Fig. 1: clock nets
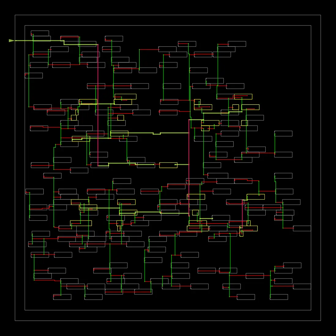
Fig. 2: sequential cells grouped by signal name
Bar = 50 um. Other sequential cells in the stronger grey, the rest of the logic in the fainter grey.
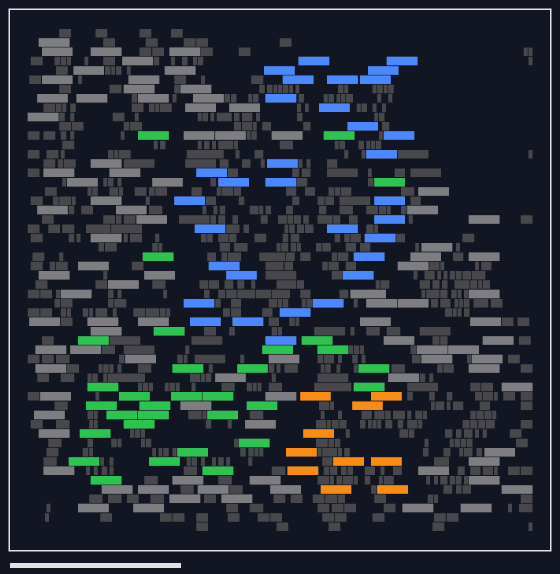
Fig. 3: layout detail
Region (19, 98) to (59, 138) um. Cells in grey, sequential cells in the stronger grey; small squares are vias.
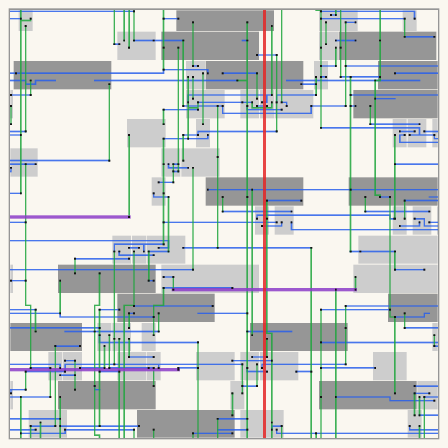
Fig. 4: signal wires by layer
Two of the layers only.
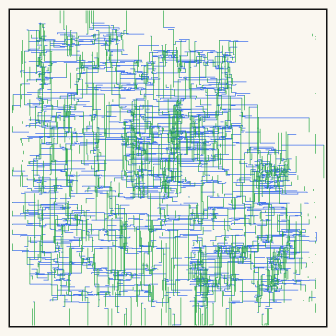
Fig. 5: wires at chosen ports, followed through buffers
Bar = 50 um.
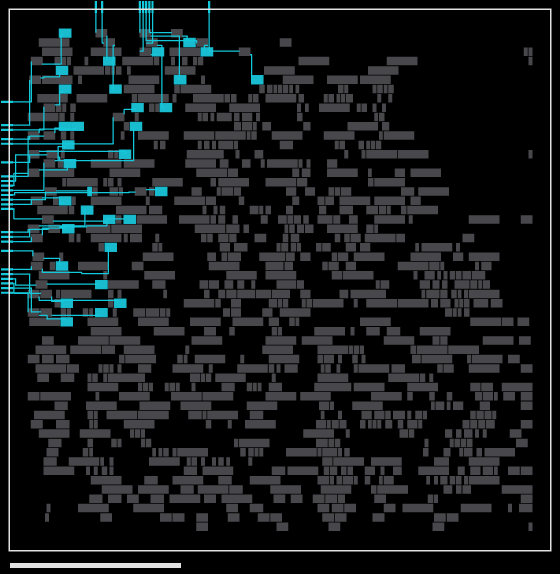
**config.mk**
```make
export PLATFORM = sky130hd
export DESIGN_NAME = alt_frame_sched
export DESIGN_NICKNAME = d
export VERILOG_FILES = /design/src/rtl/alt_pkg.sv /design/src/rtl/alt_serial_div.sv /design/src/rtl/alt_frame_sched.sv
export SDC_FILE = /design/constraint.sdc
export NUM_CORES = 1
export LEC_CHECK = 0
export CAP_MARGIN = 5
export CORE_MARGIN = 5
export CORE_UTILIZATION = 35
export CTS_CLUSTER_SIZE = 14
export DETAILED_ROUTE_END_ITERATION = 16
export PLACE_DENSITY_LB_ADDON = 0.08
export SYNTH_ARGS = -nofsm -noshare
export SYNTH_HDL_FRONTEND = slang
export SYNTH_SLANG_ARGS = --single-unit
```
**constraint.sdc**
```tcl
create_clock -name clk_pixl -period 4.01 [get_ports clk_pixl]
set_clock_uncertainty 0.1 [all_clocks]
set_input_delay 0.401 -clock clk_pixl [delete_from_list [all_inputs] [get_ports clk_pixl]]
set_output_delay 0.401 -clock clk_pixl [all_outputs]
set_load 0.01 [all_outputs]
```
**src/rtl/alt_pkg.sv**
```systemverilog
// Shared types and width constants for the alternating frame scheduler.
// Holds the raster FSM state encoding and the default frame geometry.
package alt_pkg;

  typedef enum logic [1:0] {
    ST_IDLE   = 2'd0,
    ST_ACTIVE = 2'd1,
    ST_DRAIN  = 2'd2
  } state_e;

  localparam int DEF_H_ACTIVE  = 640;
  localparam int DEF_V_ACTIVE  = 480;
  localparam int DEF_FRAME_PIX = 307200;

  localparam int COORD_W  = 10;
  localparam int SUM_W    = 32;
  localparam int ERRCNT_W = 8;
  localparam int DCNT_W   = 8;

endpackage

```
**src/rtl/alt_serial_div.sv**
```systemverilog
// Restoring unsigned serial divider by a constant DIVISOR, one quotient bit per cycle.
// The start edge performs the first iteration so the result lands 32 cycles after start.
module alt_serial_div
  import alt_pkg::*;
#(
  parameter int DIVISOR = DEF_FRAME_PIX
) (
  input  logic             clk_i,
  input  logic             rst_ni,
  input  logic             start_i,
  input  logic [SUM_W-1:0] dividend_i,
  output logic             busy_o,
  output logic             done_o,
  output logic [SUM_W-1:0] quotient_o
);

  localparam logic [SUM_W:0] DIV_EXT = (SUM_W+1)'(DIVISOR);

  function automatic logic [SUM_W:0] div_step(input logic [SUM_W-1:0] rem, input logic bit_in);
    logic [SUM_W:0] trial;
    trial = {rem, bit_in};
    if (trial >= DIV_EXT) return {1'b1, SUM_W'(trial - DIV_EXT)};
    else                  return {1'b0, trial[SUM_W-1:0]};
  endfunction

  logic             busy_q, done_q;
  logic [4:0]       cnt_q;
  logic [SUM_W-1:0] rem_q, quo_q, dvd_q, res_q;
  logic [SUM_W-1:0] rem_in;
  logic             bit_in;
  logic [SUM_W:0]   step;

  assign rem_in = busy_q ? rem_q : '0;
  assign bit_in = busy_q ? dvd_q[SUM_W-1] : dividend_i[SUM_W-1];
  assign step   = div_step(rem_in, bit_in);

  always_ff @(posedge clk_i or negedge rst_ni) begin
    if (!rst_ni) begin
      busy_q <= 1'b0;
      done_q <= 1'b0;
      cnt_q  <= '0;
      rem_q  <= '0;
      quo_q  <= '0;
      dvd_q  <= '0;
      res_q  <= '0;
    end else begin
      done_q <= 1'b0;
      if (busy_q) begin
        rem_q <= step[SUM_W-1:0];
        quo_q <= {quo_q[SUM_W-2:0], step[SUM_W]};
        dvd_q <= dvd_q << 1;
        cnt_q <= cnt_q + 5'd1;
        if (cnt_q == 5'd31) begin
          busy_q <= 1'b0;
          done_q <= 1'b1;
          res_q  <= {quo_q[SUM_W-2:0], step[SUM_W]};
        end
      end else if (start_i) begin
        rem_q  <= step[SUM_W-1:0];
        quo_q  <= {{(SUM_W-1){1'b0}}, step[SUM_W]};
        dvd_q  <= dividend_i << 1;
        cnt_q  <= 5'd1;
        busy_q <= 1'b1;
      end
    end
  end

  assign busy_o     = busy_q;
  assign done_o     = done_q;
  assign quotient_o = res_q;

endmodule

```
**src/rtl/alt_frame_sched.sv**
```systemverilog
// Raster scheduler: tracks pixel coordinates, drains the datapath, then divides the frame sum.
// Optional saturating error counter is built only when ALT_SCHED_ERRCNT_EN is defined.
module alt_frame_sched
  import alt_pkg::*;
#(
  parameter int H_ACTIVE  = DEF_H_ACTIVE,
  parameter int V_ACTIVE  = DEF_V_ACTIVE,
  parameter int FRAME_PIX = DEF_FRAME_PIX,
  parameter int PIPE_LAT  = 4
) (
  input  logic                clk_pixl,
  input  logic                reset,
  input  logic                sof_i,
  input  logic                pix_valid_i,
  input  logic [SUM_W-1:0]    acc_sum_i,
  output logic                valid_o,
  output logic [COORD_W-1:0]  syncX_o,
  output logic [COORD_W-1:0]  syncY_o,
  output logic                frame_end_o,
  output logic [SUM_W-1:0]    mean_o,
  output logic                mean_valid_o,
  output logic                frame_err_o,
  output logic [ERRCNT_W-1:0] err_cnt_o
);

  state_e             state_q;
  logic [COORD_W-1:0] x_q, y_q;
  logic [DCNT_W-1:0]  drain_cnt_q;
  logic               frame_end_q, err_q;
  logic               div_busy;
  logic               last_x, last_y, sample, start_drop, err_abort, err_drain;

  assign last_x     = (x_q == COORD_W'(H_ACTIVE - 1));
  assign last_y     = (y_q == COORD_W'(V_ACTIVE - 1));
  assign sample     = (state_q == ST_DRAIN) && (drain_cnt_q == DCNT_W'(PIPE_LAT));
  assign start_drop = sample && div_busy;
  assign err_abort  = (state_q == ST_ACTIVE) && sof_i;
  assign err_drain  = (state_q == ST_DRAIN) && sof_i;

  // An aborting sof wins over a coincident pixel: the pixel belongs to the dead frame.
  assign valid_o = (state_q == ST_ACTIVE) && pix_valid_i && !sof_i;

  always_ff @(posedge clk_pixl or negedge reset) begin
    if (!reset) begin
      state_q     <= ST_IDLE;
      x_q         <= '0;
      y_q         <= '0;
      drain_cnt_q <= '0;
      frame_end_q <= 1'b0;
      err_q       <= 1'b0;
    end else begin
      frame_end_q <= 1'b0;
      if (err_abort || err_drain || start_drop) err_q <= 1'b1;
      case (state_q)
        ST_IDLE: begin
          if (sof_i) begin
            state_q <= ST_ACTIVE;
            x_q     <= '0;
            y_q     <= '0;
          end
        end
        ST_ACTIVE: begin
          if (sof_i) begin
            x_q <= '0;
            y_q <= '0;
          end else if (pix_valid_i) begin
            if (!last_x) begin
              x_q <= x_q + COORD_W'(1);
            end else if (!last_y) begin
              x_q <= '0;
              y_q <= y_q + COORD_W'(1);
            end else begin
              state_q     <= ST_DRAIN;
              frame_end_q <= 1'b1;
              drain_cnt_q <= '0;
            end
          end
        end
        ST_DRAIN: begin
          if (sample) state_q <= ST_IDLE;
          else        drain_cnt_q <= drain_cnt_q + DCNT_W'(1);
        end
        default: state_q <= ST_IDLE;
      endcase
    end
  end

  alt_serial_div #(
    .DIVISOR(FRAME_PIX)
  ) u_div (
    .clk_i     (clk_pixl),
    .rst_ni    (reset),
    .start_i   (sample),
    .dividend_i(acc_sum_i),
    .busy_o    (div_busy),
    .done_o    (mean_valid_o),
    .quotient_o(mean_o)
  );

`ifdef ALT_SCHED_ERRCNT_EN
  function automatic logic [ERRCNT_W-1:0] sat_add(input logic [ERRCNT_W-1:0] a, input logic [1:0] n);
    logic [ERRCNT_W:0] s;
    s = {1'b0, a} + (ERRCNT_W+1)'(n);
    return s[ERRCNT_W] ? '1 : s[ERRCNT_W-1:0];
  endfunction

  logic [ERRCNT_W-1:0] err_cnt_q, err_cnt_d;
  logic [1:0]          n_err;

  // A dropped drain sof and a dropped divider start can land in the same cycle.
  assign n_err     = 2'(err_abort | err_drain) + 2'(start_drop);
  assign err_cnt_d = sat_add(err_cnt_q, n_err);

  always_ff @(posedge clk_pixl or negedge reset) begin
    if (!reset) err_cnt_q <= '0;
    else        err_cnt_q <= err_cnt_d;
  end

  assign err_cnt_o = err_cnt_q;
`else
  assign err_cnt_o = '0;
`endif

  assign syncX_o     = x_q;
  assign syncY_o     = y_q;
  assign frame_end_o = frame_end_q;
  assign frame_err_o = err_q;

endmodule

```
==> summary.txt <==
Update from the flow run.

The flow ran to the end, and the final reports show no timing, DRC or antenna violations. The detail route stage leaves a number of antenna-violating nets equal to 0. The minimum hold slack is between 0.3 and 0.4 ns.

The number of vias per cell is about 5.0. The synthesized netlist handed to floorplanning was reported with a cell count of 758. Along the worst hold path, the cell count comes to 2. Before CTS, the worst setup slack after placement is between 1 and 1.5 ns.

The registers of the reported paths see a clock transition of 0.07 ns. For this run the detailed placement stage logged an HPWL of between 10 and 15 mm. The number of hold buffers added after CTS was 1. The initial detailed-routing violation count is 311. The worst endpoint data arrival time is 3.11 ns. Detailed routing placed a total of 8.00 mm of wire on met2. The met3 wirelength from detailed routing is 822 um. The measured slew at the worst slew-check pin is around 1.1 ns. According to the Yosys statistics, the synthesized design has a chip area of 7640 um2. The power report puts the net switching power at 0.000785 W. The final critical-path required period is 2.87 ns. After clock tree synthesis, the repair step resized 0 gates. The number of distinct library cells after synthesis is approximately 60.

The number of sinks on the clock net is between 150 and 200. The first global-routing pass estimated slightly below 30 mm of wire. Total power for the finished layout comes to 0.00350 W. The worst path meets setup with ~1.1 ns of slack. For this run the aggregate overflow at the end of global routing stands at 0. The script computed the net switching share of total power as between 20% and 30%. The total area inside the core boundary comes to 21700 um2. In the synthesized netlist, mux cells make up 9.32% of the area.

The number of inserted diodes is 0. The final cycle utilization of the critical path is 71.5%. Per the detail_route report, the via count comes to 5648. The tally of non-filler cells in the final layout is between 1000 and 1500. The area growth from synthesis to layout is 23.2%. The synthesized netlist devotes 16.5% of its cell area to simple gates. The buffer type at the clock tree root is clkbuf_16.

The final tally of max-slew violations is 0. The number of logged tool warnings is 27. VDD sags by at most 0.000253 V. The total cells reported by yosys after synthesis is about 760. The share of power burned in registers is 47.9%. The cell type that accounts for the most area after synthesis is dfrtp_1. The number of DRC violations after detailed routing is 0.
Back to the opening pictures, Fig. 1:
CLK BUF: 19
Clock group: 0.00170 W
Skew-Pair Late Insertion Delay: 0.42 ns

Back to the opening pictures, Fig. 2:
- blue: u_div.rem_q (placed flops 32)
- orange: syncX_o (placed flops 10; where bottom middle)
- green: u_div.quo_q (placed flops 31)
Flop area: 4130 um2
total sequential power: 0.00168 W
final core area utilization: 43.4%

Back to the opening pictures, Fig. 3:
- purple: M3
- green: M2
- blue: M1
- red: M4
- netlist names of flops here include: u_div.dvd_q (11), u_div.cnt_q (3), u_div.rem_q (2)
- sequential cells in the window: 17
- most frequent: dfrtp_1 (17), nand2_1 (15), o21ai_0 (10)
- cells with their middle in the window: 62

Back to the opening pictures, Fig. 4:
- green: M2 (wire length 8000 um)
- blue: M1 (wire length 8360 um)

Back to the opening pictures, Fig. 5:
- cyan: acc_sum_i (bits 32; direction input; edge 24 left, 8 top; end cells 32; buffers 32; wire 826 um)

layout make-up:
type,instances,area [um2]
inverter,8,30.0
clock inverter,13,171
multi-input combinational,541,3280
tap,280,350
sequential,165,4130
timing repair buffer,102,1010
clock buffer,19,433
fill,2082,12300
flip-flops by register name, summed over array words and instances, names as in the netlist:
signal and flops:
u_div.busy_o 1, u_div.rem_q 32, syncY_o 10, frame_err_o 1
drain_cnt_q 8, u_div.done_o 1, state_q 2, u_div.dvd_q 31
u_div.quo_q 31, u_div.cnt_q 5, u_div.quotient_o 32, syncX_o 10
frame_end_o 1
cell usage in the layout (no fill, tap or decap), types with 9 or more instances in the layout:
cell type / instances
a21oi_1: 14
and2_1: 9
buf_4: 9
clkbuf_16: 17
clkdlybuf4s50_1: 90
dfrtp_1: 164
mux2_2: 33
mux2i_1: 34
nand2_1: 154
nand3_1: 17
nand4_1: 10
nor2_1: 31
nor3_1: 10
o21ai_0: 97
xnor2_1: 13
xor2_1: 15
kinds of logic (layout without fill, tap and decap cells):
family / count (synthesis) / count (layout)
AND/OR/NAND/NOR: 272 / 272
other: 1 / 8
AND-OR/OR-AND: 159 / 159
buffers and inverters: 59 / 142
flip-flops: 165 / 165
XOR/XNOR: 28 / 28
multiplexers: 67 / 67
adder cells (fa/ha/maj): 7 / 7
how the worst min path moves through the flow:
stage                         start               to  slack (ns)
floorplan                     reset   drain_cnt_q[0]       0.005
global placement              reset       syncY_o[2]        0.33
detailed placement            reset       syncY_o[2]        0.34
CTS                  u_div.dvd_q[6]   u_div.dvd_q[7]        0.39
global route         u_div.dvd_q[1]   u_div.dvd_q[2]        0.41
finish              u_div.dvd_q[16]  u_div.dvd_q[17]        0.39
Power figures rest on the tool's default switching activity, not on a simulated workload.
